**src/rtl/conv_seq_pkg.sv**
```systemverilog
// Shared types and elaboration helpers for the convolution sequencer.
//   state_t      : sequencer phases (IDLE, LOAD, COMPUTE, DRAIN, OUTPUT)
//   clog2_min1   : address width that never collapses to zero bits
//   conv_nout    : number of valid convolution outputs, N-M+1
//   conv_groups  : number of P-wide output groups per vector
package conv_seq_pkg;

  typedef enum logic [2:0] {
    IDLE    = 3'd0,
    LOAD    = 3'd1,
    COMPUTE = 3'd2,
    DRAIN   = 3'd3,
    OUTPUT  = 3'd4
  } state_t;

  function automatic int clog2_min1(input int v);
    return (v <= 2) ? 1 : $clog2(v);
  endfunction

  function automatic int conv_nout(input int n, input int m);
    return n - m + 1;
  endfunction

  function automatic int conv_groups(input int n, input int m, input int p);
    return (p > 0) ? conv_nout(n, m) / p : 0;
  endfunction

endpackage

```
**src/rtl/conv_seq_dly.sv**
```systemverilog
// W-bit delay line of DEPTH register stages, asynchronously cleared.
// DEPTH = 0 degenerates to a wire.
//   clk, reset : clock and asynchronous active-high reset
//   d_i        : input word
//   q_o        : d_i delayed by DEPTH cycles
module conv_seq_dly #(
  parameter int W     = 1,
  parameter int DEPTH = 1
) (
  input  logic         clk,
  input  logic         reset,
  input  logic [W-1:0] d_i,
  output logic [W-1:0] q_o
);

  if (DEPTH == 0) begin : g_pass
    logic unused_clk_rst;
    assign unused_clk_rst = clk | reset;
    assign q_o = d_i;
  end else begin : g_sr
    logic [W-1:0] sr_q [DEPTH];

    always_ff @(posedge clk or posedge reset) begin
      if (reset) begin
        for (int i = 0; i < DEPTH; i++) sr_q[i] <= '0;
      end else begin
        sr_q[0] <= d_i;
        for (int i = 1; i < DEPTH; i++) sr_q[i] <= sr_q[i-1];
      end
    end

    assign q_o = sr_q[DEPTH-1];
  end

endmodule

```
**src/rtl/conv_seq_ctrl.sv**
```systemverilog
// Control sequencer for a P-lane parallel 1-D convolution datapath.
// Loads N input words into X memory, then for each of G = (N-M+1)/P groups
// issues M tap reads, waits for the MAC pipeline to drain, captures the lane
// results and streams them out one lane at a time. Holds no data itself.
//
// Ports:
//   clk, reset          clock, asynchronous active-high reset
//   s_valid_x/s_ready_x input word handshake (ready only in LOAD)
//   x_wr_en/x_wr_addr   X-memory write strobe and address
//   x_rd_addr           base X read address (lane i reads x_rd_addr+i)
//   w_rd_addr           weight-ROM address (tap index)
//   mac_clr/mac_en      lane accumulator load / accumulate, aligned to read data
//   res_ld              capture lane results into the output register
//   out_sel/m_valid_y   output lane select and output valid
//   m_ready_y           downstream ready
//
// Optional build macro CONV_SEQ_CTRL_PERF_EN adds saturating 32-bit
// counters perf_vec_cnt (completed vectors) and perf_stall_cnt (output
// cycles stalled by downstream).
module conv_seq_ctrl
  import conv_seq_pkg::*;
#(
  parameter int N       = 64,
  parameter int M       = 33,
  parameter int P       = 4,
  parameter int RD_LAT  = 1,
  parameter int MAC_LAT = 2,
  localparam int AW     = clog2_min1(N),
  localparam int WW     = clog2_min1(M),
  localparam int SW     = clog2_min1(P)
) (
  input  logic          clk,
  input  logic          reset,
  input  logic          s_valid_x,
  output logic          s_ready_x,
  output logic          x_wr_en,
  output logic [AW-1:0] x_wr_addr,
  output logic [AW-1:0] x_rd_addr,
  output logic [WW-1:0] w_rd_addr,
  output logic          mac_clr,
  output logic          mac_en,
  output logic          res_ld,
  output logic [SW-1:0] out_sel,
  output logic          m_valid_y,
  input  logic          m_ready_y
`ifdef CONV_SEQ_CTRL_PERF_EN
  ,
  output logic [31:0]   perf_vec_cnt,
  output logic [31:0]   perf_stall_cnt
`endif
);

  localparam int NOUT = conv_nout(N, M);
  localparam int G    = conv_groups(N, M, P);
  localparam int GW   = clog2_min1(G);
  // DRAIN covers the read latency, the final accumulate and the MAC latency.
  localparam int DLAT = RD_LAT + MAC_LAT;
  localparam int DW   = clog2_min1(DLAT + 1);

  localparam logic [AW-1:0] N1     = AW'(N - 1);
  localparam logic [WW-1:0] M1     = WW'(M - 1);
  localparam logic [SW-1:0] P1     = SW'(P - 1);
  localparam logic [GW-1:0] G1     = GW'(G - 1);
  localparam logic [AW-1:0] P_AW   = AW'(P);
  localparam logic [DW-1:0] DLAT_C = DW'(DLAT);

  if ((M > N) || (P < 1) || ((NOUT % P) != 0)) begin : g_cfg_err
    $error("conv_seq_ctrl: illegal N/M/P (need M<=N and (N-M+1)%%P==0)");
  end

  state_t        state_q;
  logic [AW-1:0] wcnt_q;
  logic [WW-1:0] k_q;
  logic [GW-1:0] g_q;
  logic [SW-1:0] lane_q;
  logic [DW-1:0] dcnt_q;
  logic [AW-1:0] xrd_q;
  logic [AW-1:0] gbase_q;
  logic          s_ready_q;
  logic          m_valid_q;
  logic          res_ld_q;

  logic          iss;
  logic          first;
  logic [1:0]    mac_ctl;

  assign iss   = (state_q == COMPUTE);
  assign first = (k_q == '0);

  // Tap-issue strobes travel alongside the memory read so that mac_en and
  // mac_clr line up with the data the datapath sees.
  conv_seq_dly #(
    .W     (2),
    .DEPTH (RD_LAT)
  ) u_mac_dly (
    .clk   (clk),
    .reset (reset),
    .d_i   ({iss & first, iss}),
    .q_o   (mac_ctl)
  );

  assign mac_en    = mac_ctl[0];
  assign mac_clr   = mac_ctl[1];
  assign s_ready_x = s_ready_q;
  assign x_wr_en   = s_valid_x & s_ready_q;
  assign x_wr_addr = wcnt_q;
  assign x_rd_addr = xrd_q;
  assign w_rd_addr = k_q;
  assign out_sel   = lane_q;
  assign m_valid_y = m_valid_q;
  assign res_ld    = res_ld_q;

  always_ff @(posedge clk or posedge reset) begin
    if (reset) begin
      state_q   <= IDLE;
      wcnt_q    <= '0;
      k_q       <= '0;
      g_q       <= '0;
      lane_q    <= '0;
      dcnt_q    <= '0;
      xrd_q     <= '0;
      gbase_q   <= '0;
      s_ready_q <= 1'b0;
      m_valid_q <= 1'b0;
      res_ld_q  <= 1'b0;
    end else begin
      res_ld_q <= 1'b0;
      case (state_q)
        IDLE: begin
          state_q   <= LOAD;
          s_ready_q <= 1'b1;
        end

        LOAD: begin
          if (x_wr_en) begin
            if (wcnt_q == N1) begin
              // Last word accepted: compute starts on the very next cycle.
              wcnt_q    <= '0;
              g_q       <= '0;
              k_q       <= '0;
              xrd_q     <= '0;
              gbase_q   <= '0;
              s_ready_q <= 1'b0;
              state_q   <= COMPUTE;
            end else begin
              wcnt_q <= wcnt_q + AW'(1);
            end
          end
        end

        COMPUTE: begin
          if (k_q == M1) begin
            // Addresses hold at the last tap through DRAIN and OUTPUT.
            state_q  <= DRAIN;
            dcnt_q   <= '0;
            res_ld_q <= (DLAT == 0);
          end else begin
            k_q   <= k_q + WW'(1);
            xrd_q <= xrd_q + AW'(1);
          end
        end

        DRAIN: begin
          if (dcnt_q == DLAT_C) begin
            state_q   <= OUTPUT;
            m_valid_q <= 1'b1;
            lane_q    <= '0;
          end else begin
            dcnt_q   <= dcnt_q + DW'(1);
            res_ld_q <= ((dcnt_q + DW'(1)) == DLAT_C);
          end
        end

        OUTPUT: begin
          if (m_ready_y) begin
            if (lane_q == P1) begin
              lane_q    <= '0;
              m_valid_q <= 1'b0;
              if (g_q == G1) begin
                state_q   <= LOAD;
                s_ready_q <= 1'b1;
              end else begin
                g_q     <= g_q + GW'(1);
                k_q     <= '0;
                gbase_q <= gbase_q + P_AW;
                xrd_q   <= gbase_q + P_AW;
                state_q <= COMPUTE;
              end
            end else begin
              lane_q <= lane_q + SW'(1);
            end
          end
        end

        default: begin
          state_q   <= IDLE;
          s_ready_q <= 1'b0;
          m_valid_q <= 1'b0;
        end
      endcase
    end
  end

`ifdef CONV_SEQ_CTRL_PERF_EN
  logic [31:0] perf_vec_q;
  logic [31:0] perf_stall_q;
  logic        vec_done;

  assign vec_done = (state_q == OUTPUT) && m_ready_y && (lane_q == P1) && (g_q == G1);

  always_ff @(posedge clk or posedge reset) begin
    if (reset) begin
      perf_vec_q   <= '0;
      perf_stall_q <= '0;
    end else begin
      if (vec_done && (perf_vec_q != '1)) perf_vec_q <= perf_vec_q + 32'd1;
      if (m_valid_q && !m_ready_y && (perf_stall_q != '1)) perf_stall_q <= perf_stall_q + 32'd1;
    end
  end

  assign perf_vec_cnt   = perf_vec_q;
  assign perf_stall_cnt = perf_stall_q;
`endif

endmodule

```
**config.mk**
```make
export PLATFORM = sky130hd
export DESIGN_NAME = conv_seq_ctrl
export DESIGN_NICKNAME = d
export VERILOG_FILES = /design/src/rtl/conv_seq_pkg.sv /design/src/rtl/conv_seq_dly.sv /design/src/rtl/conv_seq_ctrl.sv
export SDC_FILE = /design/constraint.sdc
export NUM_CORES = 1
export LEC_CHECK = 0
export ABC_AREA = 1
export CAP_MARGIN = 25
export CORE_ASPECT_RATIO = 1.5
export CORE_MARGIN = 5
export CORE_UTILIZATION = 59
export DETAILED_ROUTE_END_ITERATION = 16
export PLACE_DENSITY = 0.81
export SETUP_SLACK_MARGIN = 0.05
export SLEW_MARGIN = 20
export SYNTH_ARGS = -nofsm -noshare
export SYNTH_HDL_FRONTEND = slang
export SYNTH_SLANG_ARGS = --single-unit
```
**constraint.sdc**
```tcl
create_clock -name clk -period 3.62 [get_ports clk]
set_clock_uncertainty 0.2 [all_clocks]
set_input_delay 0.543 -clock clk [delete_from_list [all_inputs] [get_ports clk]]
set_output_delay 0.543 -clock clk [all_outputs]
set_load 0.02 [all_outputs]
```
Figure 1. Clock nets.
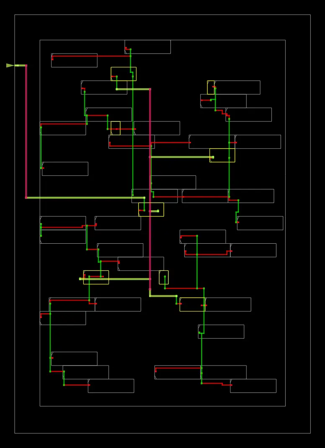
FFs & Latches: 37
total clock network power: 0.000279 W
Clock buffer cells: 6
clock sinks: 37
TritonCTS Buffers: 5

Figure 2. Clock wires, drivers and flops.
The bar under the picture is 20 µm long.
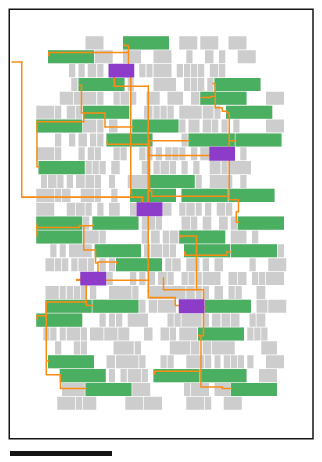
[clock-net drivers] purple | count: 5
[clock wires] orange | length: 461 µm
[flip-flops] green | count: 37
routed clock nets: 6
clk ins delay skew pair: 0.29 ns
Clock power frac: 14.1%

Figure 3. Register map, names as in the netlist.
Other sequential cells in the stronger grey, the rest of the logic in the fainter grey.
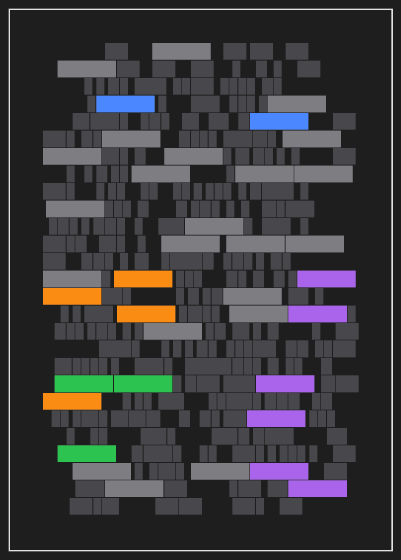
[x_wr_addr] purple | sequential cells: 6
[gbase_q] orange | sequential cells: 4 | where: left middle
[g_q] green | sequential cells: 3
[u_mac_dly.q_o] blue | sequential cells: 2
sequential cell area share: 36.2%
Finished Core Util: 70.7%
power in sequential cells: 0.000673 W
Flop area: 926 µm²

==> results_slide.txt <==
Key Metrics from the Run

Run status
  • Run status: finished clean

Synth
  • Netlist cell types: 27
  • Post-synth regs: 37
  • Simple share: 37.4%
  • Post-synthesis xor/xnor area fraction: 2.03%

Layout
  • Layout area overhead: 18.8%
  • Non-filler instance count after layout: 359
  • Dominant logic cell types in the final layout: nand2_1 (101), dfrtp_1 (37), inv_1 (29), nand3_1 (29), clkdlybuf4s50_1 (29)
  • Filler cells: between 300 and 400

Drt
  • DR vias/cell: 5.21
  • Post-route DRC: 0
  • DR pass1 iterations: 4

STA
  • Final Cycle Share: 69.9%
  • Final TNS setup: 0 ns

Floorplan
  • Die X: 59.3 µm

Worst setup path
  • CP max FO: 4

Clock network
  • CTS H-tree depth: 2
  • Max Root-Sink Buffers: 2

Place
  • Place WS: 1.08 ns
  • RD Place Congestion: roughly 0.9
  • IO Port Bufs: 29

Flow run
  • Max-cap viol count: 0

Min path
  • Worst Hold Class: flop to flop
Figure 4. Gate-type map.
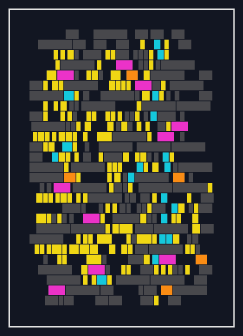
[xor and xnor cells] orange | cells: 5 | most used: xor2_1
[fa/ha/maj cells] magenta | cells: 10 | most used: ha_1
[nand cells] yellow | cells: 144 | most used: nand2_1
[aoi and oai cells] cyan | cells: 18 | most used: o21ai_0

Figure 5. Placement by cell class.
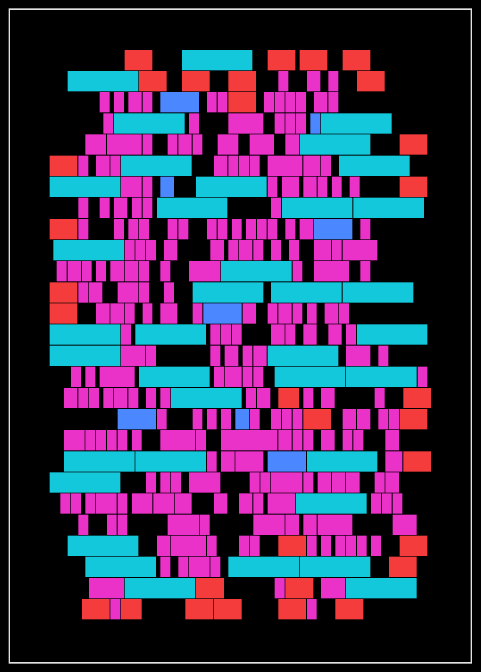
[clock drivers and dummy loads] blue | cells: 8
[remaining logic cells] magenta | cells: 240
[remaining buffers and delay cells] red | cells: 31
[registers] cyan | cells: 37

critical path: stages:
cell and delay, ns:
clkdlybuf4s50_1 0.45, nand2_1 0.12, inv_1 0.08, clkdlybuf4s50_1 0.59
power by group:
part	switching, W	leakage, nW	internal (W)	total (W)
clock	0.000145	0.0450	0.000133	0.000279
combinational	0.000639	0.846	0.000380	0.00102
sequential	0.000137	0.485	0.000536	0.000673
final cells by class:
type                    count  share of cell area (%)
inverters                  31                    4.55
flip-flops and latches     37                    36.2
repair buffers             31                    11.9
clock inverters             2                   0.392
multi-input cells         209                    41.9
well taps                  43                    2.10
clock buffers               6                    2.84
routing by layer:
metal	vias up	part of all wire (%)	global-route usage [%]
met5	-	0	0
met4	0	3.4	11.1
met3	16	3.1	4.49
met2	40	52	32.4
met1	862	42	26.1
li1	952	-	-
Power and IR drop assume default switching activity.
